File: src/rtl/imem_dmem_arbiter.sv
// rtl/imem_dmem_arbiter.sv - single-port RAM arbiter between fetch and memory stage
module imem_dmem_arbiter #(
  parameter int ADDR_W       = 16,
  parameter int DATA_W       = 16,
  parameter int STARVE_LIMIT = 4
) (
  input  logic              clk,
  input  logic              rst,
  input  logic              if_req,
  input  logic [ADDR_W-1:0] if_addr,
  output logic              if_stall,
  output logic              if_valid,
  output logic [DATA_W-1:0] if_rdata,
  input  logic              dm_req,
  input  logic              dm_wr,
  input  logic [ADDR_W-1:0] dm_addr,
  input  logic [DATA_W-1:0] dm_wdata,
  output logic              dm_stall,
  output logic              dm_valid,
  output logic [DATA_W-1:0] dm_rdata,
  output logic [ADDR_W-1:0] mem_addr,
  output logic [DATA_W-1:0] mem_data,
  output logic              mem_wren,
  input  logic [DATA_W-1:0] mem_q
);

  localparam logic [3:0] LIMIT = 4'(STARVE_LIMIT);

  typedef enum logic [1:0] {
    IDLE  = 2'd0,
    IF_RD = 2'd1,
    DM_RD = 2'd2,
    DM_WR = 2'd3
  } state_t;

  state_t            state;
  state_t            next_state;
  logic [3:0]        starve_cnt;
  logic [DATA_W-1:0] if_hold;
  logic [DATA_W-1:0] dm_hold;
  logic              gnt_dm;
  logic              gnt_if;

  // Grant: data wins unless fetch has waited through STARVE_LIMIT data grants.
  always_comb begin
    gnt_dm   = dm_req & (~if_req | (starve_cnt < LIMIT));
    gnt_if   = if_req & ~gnt_dm;
    if_stall = if_req & ~gnt_if;
    dm_stall = dm_req & ~gnt_dm;
  end

  // RAM port steering; write data is forced to zero on any non-write cycle.
  always_comb begin
    mem_addr = '0;
    mem_data = '0;
    mem_wren = 1'b0;
    if (gnt_dm) begin
      mem_addr = dm_addr;
      mem_wren = dm_wr;
      if (dm_wr) begin
        mem_data = dm_wdata;
      end
    end else if (gnt_if) begin
      mem_addr = if_addr;
    end
  end

  // Owner FSM register: remembers which access the RAM is answering this cycle.
  always_ff @(posedge clk) begin
    if (rst) begin
      state <= IDLE;
    end else begin
      state <= next_state;
    end
  end

  // Owner FSM next state and return-path outputs.
  always_comb begin
    next_state = IDLE;
    if (gnt_dm && dm_wr) begin
      next_state = DM_WR;
    end else if (gnt_dm) begin
      next_state = DM_RD;
    end else if (gnt_if) begin
      next_state = IF_RD;
    end
    if_valid = (state == IF_RD);
    dm_valid = (state == DM_RD) || (state == DM_WR);
    if_rdata = (state == IF_RD) ? mem_q : if_hold;
    dm_rdata = (state == DM_RD) ? mem_q : dm_hold;
  end

  // Starvation counter: counts data grants taken while fetch is waiting.
  always_ff @(posedge clk) begin
    if (rst) begin
      starve_cnt <= 4'd0;
    end else if (gnt_if || !if_req) begin
      starve_cnt <= 4'd0;
    end else if (gnt_dm && (starve_cnt < LIMIT)) begin
      starve_cnt <= starve_cnt + 4'd1;
    end
  end

  // Hold registers keep the last delivered read so outputs are stable between reads.
  always_ff @(posedge clk) begin
    if (rst) begin
      if_hold <= '0;
      dm_hold <= '0;
    end else begin
      if (state == IF_RD) begin
        if_hold <= mem_q;
      end
      if (state == DM_RD) begin
        dm_hold <= mem_q;
      end
    end
  end

endmodule

File: config.mk
export PLATFORM = sky130hd
export DESIGN_NAME = imem_dmem_arbiter
export DESIGN_NICKNAME = d
export VERILOG_FILES = /design/src/rtl/imem_dmem_arbiter.sv
export SDC_FILE = /design/constraint.sdc
export NUM_CORES = 1
export LEC_CHECK = 0
export CAP_MARGIN = 10
export CORE_MARGIN = 10
export CORE_UTILIZATION = 35
export CTS_CLUSTER_DIAMETER = 50
export DETAILED_ROUTE_END_ITERATION = 8
export GPL_TIMING_DRIVEN = 1
export PLACE_DENSITY = 0.83
export SLEW_MARGIN = 20
export SYNTH_ARGS = -nofsm -noshare
export SYNTH_HDL_FRONTEND = slang
export SYNTH_SLANG_ARGS = --single-unit
export TNS_END_PERCENT = 5
File: constraint.sdc
create_clock -name clk -period 1.7 [get_ports clk]
set_input_delay 0.34 -clock clk [delete_from_list [all_inputs] [get_ports clk]]
set_output_delay 0.34 -clock clk [all_outputs]
set_load 0.005 [all_outputs]
Run 1, PDN straps and rails:
Scale bar: 20 um. Pins as bars on the die edge.
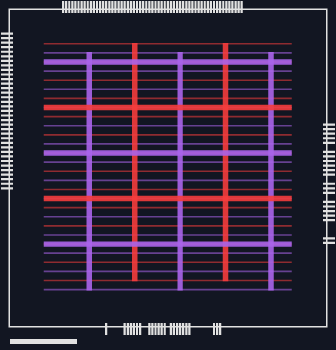
Red is VDD. Purple is VSS.
138 signal pins sit on the boundary. 5 straps on met5. The core has 27 rows. 28 met1 rails follow the rows.
Die Y: 94.42 um
placeable core region: 5439 um2

Run 1, placement by cell class:
Fill, decap, tap and diode cells in grey.
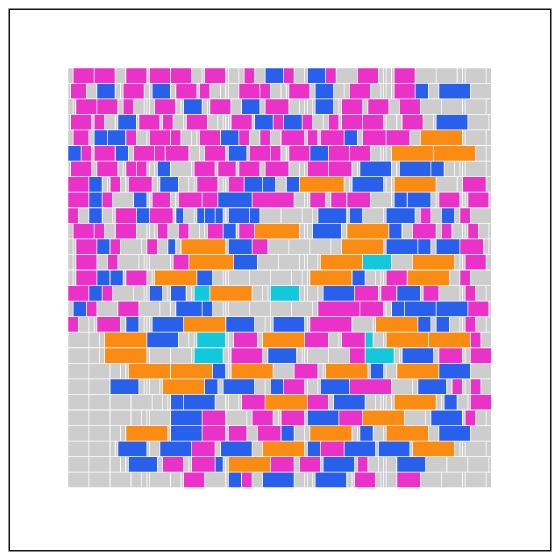
Blue is all other logic, cells 116, share of their area 33%. Magenta is other buffers and delay cells, cells 169, share of their area 43%. Cyan is clock drivers and dummy loads, cells 7, share of their area 2.3%. Orange is flip-flops, cells 38, share of their area 22%.
final cell area excluding filler cells: 3585 um2
flop share of the area: 0.2136

==> run summary, run 1 <==
Implementation progress

Signal nets in the final route climb as high as met4. The number of buffers inserted by hold repair at cts stands at 0. The power report attributes to the combinational group a share of 0.330. Per the cell usage report, the commonest logic cells after layout are sky130_fd_sc_hd__clkdlybuf4s50_1, sky130_fd_sc_hd__buf_6, sky130_fd_sc_hd__dfxtp_1.

The number of global-route vias before repair is 2003. The total instance count after detailed placement stands at 379. The sum of overflow across all layers after global routing stands at 0. The largest registers in the layout are dm_hold x16, if_hold x16, starve_cnt x4. The launch point of the critical path was reported as state[1]. The number of design rule violations left after detail routing stands at 0.

The initial utilization of the core area, before any placement, comes to 0.3563. The port buffer count stands at 137. The initial antenna violation count stands at 0. According to the report, the first pass of detailed routing completed in 4 iterations.

The main area contributors are sky130_fd_sc_hd__dfxtp_1, sky130_fd_sc_hd__mux2_4, sky130_fd_sc_hd__nor2b_1. Leaving out buffers and inverters, the combinational logic in the layout accounts for 1129 um2. Logged for this run, the post-placement worst setup slack is -677.9 ps. The flow measured a signed area growth from synthesis to layout of 84.96%.

Synthesis produced a netlist whose cell count is 167. Per the synth stats, the proportion of register bits with asynchronous set or reset is 0. The yosys synthesis warning count stands at 0. The H-tree depth stands at 2. The length of routed met2 wiring stands at 3703 um.

The timing report notes that buffer and inverter cells on the critical path total 3. The leakage power total stands at 1.693 nW. The horizontal die dimension reported for this design is 94.42 um. The inverter count of the layout excluding clock inverters stands at 2. The fmax stands at 551.3 MHz. The tally of filler cells in the layout stands at 459.

STA classifies the critical path endpoint as an output pin. The commonest register cell is sky130_fd_sc_hd__dfxtp_1. The mapped cell area stands at 1938 um2. In the final report, the number of pins over their slew limit comes to 0. Looking at the setup timing report, the critical path kind is reg -> out. The synthesis-stage register bit count stands at 38. Entering global routing, the biggest net connects 21 pins. The required time at the worst endpoint is listed as 1360 ps. The worst register-to-register path has a depth of 5. The final reports fail on setup timing. Per the STA report, the cell with the highest stage delay on the worst path is sky130_fd_sc_hd__dfxtp_2. For this design the ratio of total power to cell area is 630.6 nW/um2.

The initialized floorplan defines 27 standard-cell rows. The total nets after synthesis stands at 237. Per the layout area report, the register area comes to 765.7 um2. The number of sequential cells stands at 38.

The end-of-flow timing check tallies setup violations at 48. The count of final hold-check violations stands at 0. The number of unique standard cell types used by synthesis stands at 26.

The violation count after the first detailed-route iteration stands at 43. The final layout reports a setup TNS of -3374 ps. The data-path buffer share of cell area in the final layout stands at 0.4220. The script computed the net switching share of total power as 0.2430. Detailed placement reports a standard cell area of 3457 um2. The combined global-route utilization of all metal layers stands at 0.1451. The worst hold path terminates at starve_cnt[0]. The longest individual stage delay on the worst path stands at 330 ps. Ranked by instance count, the synthesized netlist is headed by sky130_fd_sc_hd__dfxtp_1, sky130_fd_sc_hd__nor2b_1, sky130_fd_sc_hd__mux2_4, sky130_fd_sc_hd__a22o_1, sky130_fd_sc_hd__and2_1.

The sequential group share of total power stands at 0.420. Yosys mapped a number of flops with a built-in enable equal to 0. STA classifies the critical path startpoint as a flip-flop. For this run, the post-layout net count is 400. After global routing, the most crowded layer is met2.

The internal power of the cells totals 1.711 mW. The number of non-clock buffers in the layout stands at 169. The fraction of cell area in multi-input combinational cells is reported as 0.3148.

The tightest hold path in the finished design has a slack of 425.1 ps. The share of synthesized area in the top cell type comes to 0.3925. The post-route utilization of the core is recorded as 0.6591. The post-detailed-placement half-perimeter wirelength stands at 5422 um. For the worst reg-to-reg path, the startpoint reported by OpenROAD is state[1].

In the power breakdown, the biggest contributor is registers. The first global-routing pass estimated 10180 um of wire. The shortest period the worst path allows stands at 1814 ps. The part of the Yosys area used for sequential elements stands at 0.3925. In this run the remaining antenna-violating nets after routing total 0. The layout has 6 clock buffers. For reference, the critical path cell chain is nor2b_4 -> buf_6 -> buf_4 -> mux2_4 -> buf_6. The well tap count stands at 72.

The critical path in the final layout is reported with a setup slack of -114.0 ps. The flow ran to the end, but the final reports show violations. The global routing met2 resource utilization stands at 0.2654. Looking at the gate-level netlist, the highest instance count belongs to sky130_fd_sc_hd__dfxtp_1.

The cell that appears most often on the critical path is sky130_fd_sc_hd__buf_6. The STA report counts the stages on the worst setup path as 5. Looking at the worst setup and hold paths, the clock pins of their registers show a slew of 70 ps.
Run 1, clock distribution:
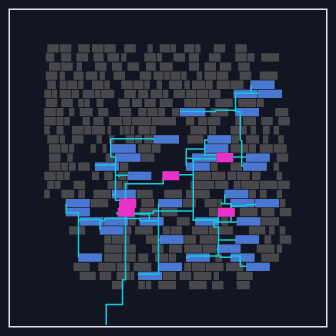
Blue is flip-flops, count 38. Magenta is cells driving clock nets, count 5. Cyan is clock wires, length 418 um.
There are 6 routed clock nets.
clock group total power: 565 uW
clock tree skew after final layout: 5.299 ps
power share of the clock group: 0.250
Insertion Delay late pin: 280 ps

run 1: kinds of logic (layout without fill, tap and decap cells):
| logic type | count (synthesis) | after routing | synth area share |
|---|---|---|---|
| AND/OR/NAND/NOR | 60 | 60 | 0.2285 |
| buffers and inverters | 15 | 178 | 0.05939 |
| other | 1 | 1 | 0.001935 |
| AND-OR/OR-AND | 19 | 19 | 0.08327 |
| flip-flops | 38 | 38 | 0.3925 |
| multiplexers | 33 | 33 | 0.2279 |
| adder cells (fa/ha/maj) | 1 | 1 | 0.006455 |
run 1: timing repair:
| item | in CTS | in global routing |
|---|---|---|
| cloned | 1 | 0 |
| endpoints found under the hold margin | 0 | 0 |
| setup endpoints to repair | 68 | 66 |
| resized | 277 | 34 |
| buffers inserted | 16 | 1 |
| pin swaps | 11 | 7 |
==> run 2, diff against run 1 <==
--- a/config.mk
+++ b/config.mk
@@ -16,4 +16,3 @@
 export SYNTH_ARGS = -nofsm -noshare
 export SYNTH_HDL_FRONTEND = slang
 export SYNTH_SLANG_ARGS = --single-unit
-export TNS_END_PERCENT = 5
Run 2, signal wires by layer:
Scale bar: 20 um. Two of the layers only.
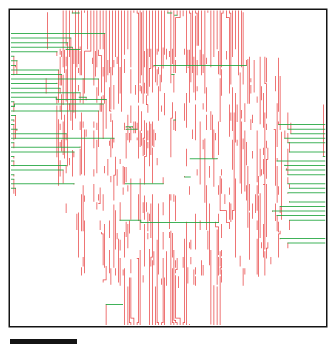
Red is met2, wire length 3910 um. Green is met3, wire length 768 um.

Run 2, PDN straps and rails:
Scale bar: 20 um. Pins as bars on the die edge.
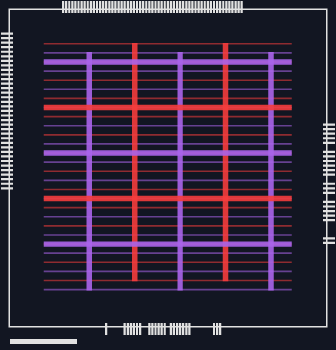
Red is VDD. Purple is VSS.
138 signal pins sit on the boundary. The core has 27 rows. 5 straps on met5. 28 met1 rails follow the rows.

==> run 2 against run 1 <==
Effect of this change: the flow still finishes with violations (setup timing); critical path depth grew 2; worst setup slack lost 70 ps; area after synthesis is the same; largest cell class unchanged; largest power group unchanged.
==> run summary, run 2 <==
Implementation progress

The path with the worst hold slack has its endpoint at starve_cnt[0]. The data-path buffer share of cell area in the final layout stands at 0.4587. The mapped cell area stands at 1938 um2.

Counting flops with a built-in enable in the synthesized netlist gives 0. Looking at the setup timing report, the critical path kind is reg -> out. The commonest register cell is sky130_fd_sc_hd__dfxtp_1. The floorplan row count stands at 27. The length of routed met2 wiring stands at 3910 um.

The number of global-route vias before repair stands at 2085. After detailed placement, the total cell area comes to 3457 um2. The run finished, with violations left. The number of buffers inserted by hold repair at cts stands at 0. Of the total synthesized cell area, the portion taken by AND, OR, NAND and NOR gates is 0.2285.

The combined global-route utilization of all metal layers stands at 0.1522. The top-area cell type share of the netlist area stands at 0.3925. Among all stages on the critical path, the maximum delay recorded is 330 ps.

The worst setup path is captured at an output pin. The number of sequential cells stands at 38. Per the finish-stage timing summary, setup violations number 63. The final reports fail on setup timing. Per the layout report, the design carries 423 filler cells. The number of non-clock buffers in the layout stands at 181. The total nets after synthesis stands at 237. Of the total synthesized cell area, the portion taken by AND-OR and OR-AND cells is 0.08328.

The shortest period the worst path allows stands at 1884 ps. The final worst-path setup slack stands at -183.8 ps. In the final report, the number of hold violations comes to 0. STA classifies the critical path startpoint as a flip-flop.

The final standard cell area without fillers stands at 3892 um2. The total negative setup slack stands at -6385 ps. The cell that appears most often on the critical path is sky130_fd_sc_hd__buf_6.

Global route summary, busiest routing layer listed as met2. The clock skew after layout stands at 6.047 ps. In the global route stage, met2 resource usage came out at 0.2815. Per the synth stats, the proportion of register bits with asynchronous set or reset is 0.

The script extracted a total leakage power of 1.813 nW.
-- run 2: cell counts after synthesis --
No cell type changed its count.
-- run 2: report_power, final --
part	internal (mW)	total, mW	switching, mW
clock network	0.281	0.567	0.286
logic	0.573	0.842	0.269
registers	0.934	0.949	0.0157
-- run 2: metrics by stage --
stage               setup slack (ps)  cells  hold slack [ps]
detailed placement            -677.9    379            417.9
CTS                           -189.7    414            431.2
floorplan                      319.4    167            408.4
finish                        -183.8    414            424.4
global placement              -628.7    379            412.8
global route                  -265.6    414            461.5
Power and IR drop assume default switching activity.
